==> config.mk <==
export PLATFORM = sky130hd
export DESIGN_NAME = data_deskewer
export DESIGN_NICKNAME = d
export VERILOG_FILES = /design/src/rtl/data_deskewer.sv
export SDC_FILE = /design/constraint.sdc
export NUM_CORES = 1
export LEC_CHECK = 0
export CORE_MARGIN = 2
export CORE_UTILIZATION = 51
export CTS_BUF_LIST = sky130_fd_sc_hd__clkbuf_4 sky130_fd_sc_hd__clkbuf_8 sky130_fd_sc_hd__clkbuf_16
export CTS_CLUSTER_SIZE = 14
export DETAILED_ROUTE_END_ITERATION = 8
export HOLD_SLACK_MARGIN = 0.05
export PLACE_DENSITY = 0.91
export SLEW_MARGIN = 20
export SYNTH_ARGS = -nofsm -noshare
export SYNTH_HDL_FRONTEND = slang
export SYNTH_SLANG_ARGS = --single-unit
==> constraint.sdc <==
create_clock -name clk -period 2.3 [get_ports clk]
set_input_delay 0.46 -clock clk [delete_from_list [all_inputs] [get_ports clk]]
set_output_delay 0.46 -clock clk [all_outputs]
set_load 0.02 [all_outputs]
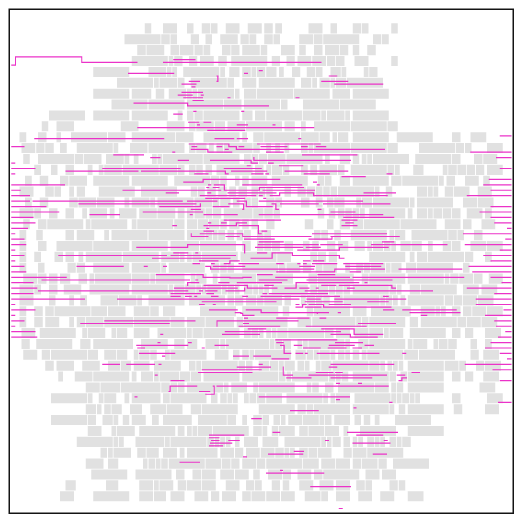
Fig. 1. The metal 3 layer.
(4 px per um) Cells faint in the background.
The wires run mostly horizontal. 246 nets have wire on it.
Vias: 7362
M3 GR Usage: 7.56%
Routed WL: 26500 um

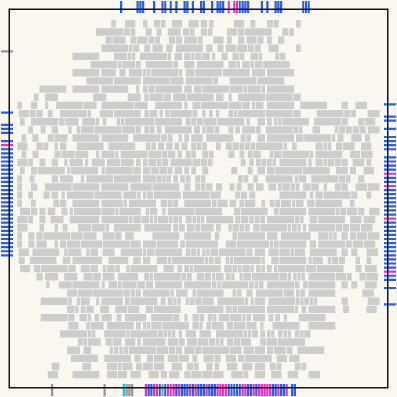
Fig. 2. Ports around the boundary.
(3 px per um) Pins as bars across the die edge, other pins in gray.
arr_in: drawn in magenta, pins 32, direction input, edge 24 bottom, 4 right, 3 top, 1 left. out_ready: drawn in cyan, pins 1, direction input, edge bottom. arr_out: drawn in blue, pins 128, direction output, edge 37 right, 32 left, 30 top, 29 bottom.
Die H: 126 um
die width: 126 um
Port Buf Inserts: 167

==> results.ini <==
[run_status]
status=finished with violations
violations=DRC

[yosys]
ff_type=dfrtp_1
synth_area_sq_um=7550
top_area_share_pct=45.1
ys_top_cells_by_area=dfrtp_1 (45%), and2_1 (11%), a211oi_2 (8.0%)
synth-edff-count=0
top_cell=dfrtp_1
yosysUniqueCellTypes=45
ys_ff=136
top_area_cell=dfrtp_1
synth_warnings=0
yosys.stat.seqShare_pct=45.1
fp_nets=858
synth_cells=816

[die]
rows=44
fp_util_pct=52.1
core_area_sq_um=14500
dieArea_sq_um=15800

[critical_path]
ff2ff_path_depth=10
cp_data_arrival_time_ps=1830
start_kind=register
cp.required_ps=1840
cp-end-kind=primary output

[final_layout]
num-nonclk-buffers=218
final-nonclk-buf-share_pct=20.1
nNetsFinal=1022
largest_cell_class=logic gates
comb_share_pct=37.4
syn_to_final_growth_pct=33.9
insertedDiodeCount=0
drive_gt1_share_pct=24.1
seq_share_pct=33.7
flop-count=136
mi_logic_area_sq_um=3780
comb.multi_input.count=600
regArea_sq_um=3400

[final_timing]
tns_ps=0
slew_headroom_pct=51.0
worst_clock_skew_ps=5.89
setup_viol=0
slew_viol_final=0
tightest_slew_ps=735
min_period_ps=2290
finalClockPeriodUsage_pct=99.5
max_freq_mhz=437

[placement]
pre_cts_slack_ps=76.7
gp_congestion=0.967

[route]
wl_per_cell_um=22.6
postRouteAntennaNets=0
initialDrtViolationCount=1101
wl_met1_um=9860
viasPerCell=6.26
wl_met2_um=12000
drc=1

[run]
warnings=30
max_cap_viol_count=0

[global_route]
antenna_found_initial=0
grt_use_met2_pct=50.8
busiest_layer=met2
gr-total-overflow=0
grt_util_met1_pct=42.2
grt_pass1_vias=6919
track_usage_pct=32.2
grt_max_degree=74

[pwr]
p_leak_nw=4.52
peakVddDrop_mv=0.486
total_power_w=0.00604

[clock_tree]
htreeDepth=4

[min_path]
hold_class=primary input to async pin

-- cell usage in the layout (no fill, tap or decap), types with 34 or more instances in the layout --
cell type / synthesis / final
nand2_1: 89 / 88
clkdlybuf4s50_1: 0 / 37
a211oi_2: 48 / 48
dfrtp_1: 136 / 136
a21oi_1: 114 / 114
nor2_1: 82 / 82
buf_4: 1 / 34
clkdlybuf4s15_1: 0 / 37
and2_1: 128 / 128
-- critical path, cell delays in order (launching register included) --
cell and delay, ps:
dfrtp_1 400, inv_2 90, ha_4 230, buf_4 200, buf_16 150, and2_1 170, buf_4 160
-- report_power, final --
part	internal (W)	switching, W	total [W]
logic	0.000239	0.000368	0.000607
clock network	0.00186	0.00108	0.00294
registers	0.00245	0.0000404	0.00249
-- through the flow --
stage / std cells / hold slack, ps / utilization [%] / cell area (sq um)
global route: 1176 / 494 / 69.8 / 10100
floorplan: 816 / 164 / - / 7550
detailed placement: 1136 / 372 / 65.8 / 9530
finish: 1176 / 468 / 69.8 / 10100
CTS: 1171 / 473 / 69.5 / 10100
global placement: 1136 / 370 / 65.8 / 9530
-- cell families after synthesis --
| kind of cell | Yosys count | synth area share (%) |
|---|---|---|
| XOR/XNOR | 1 | 0.116 |
| flip-flops | 136 | 45.1 |
| AND/OR/NAND/NOR | 367 | 25.0 |
| buffers and inverters | 80 | 5.50 |
| AND-OR/OR-AND | 208 | 20.9 |
| adder cells (fa/ha/maj) | 5 | 0.829 |
| multiplexers | 19 | 2.54 |
-- timing repair --
item                                   in CTS  in global routing
pin swaps                                   1                  8
hold buffers                                1                  0
setup endpoints to repair                 129                182
endpoints found under the hold margin      18                  0
setup buffers                               1                  2
resized                                   285                108
gates cloned                                2                  3
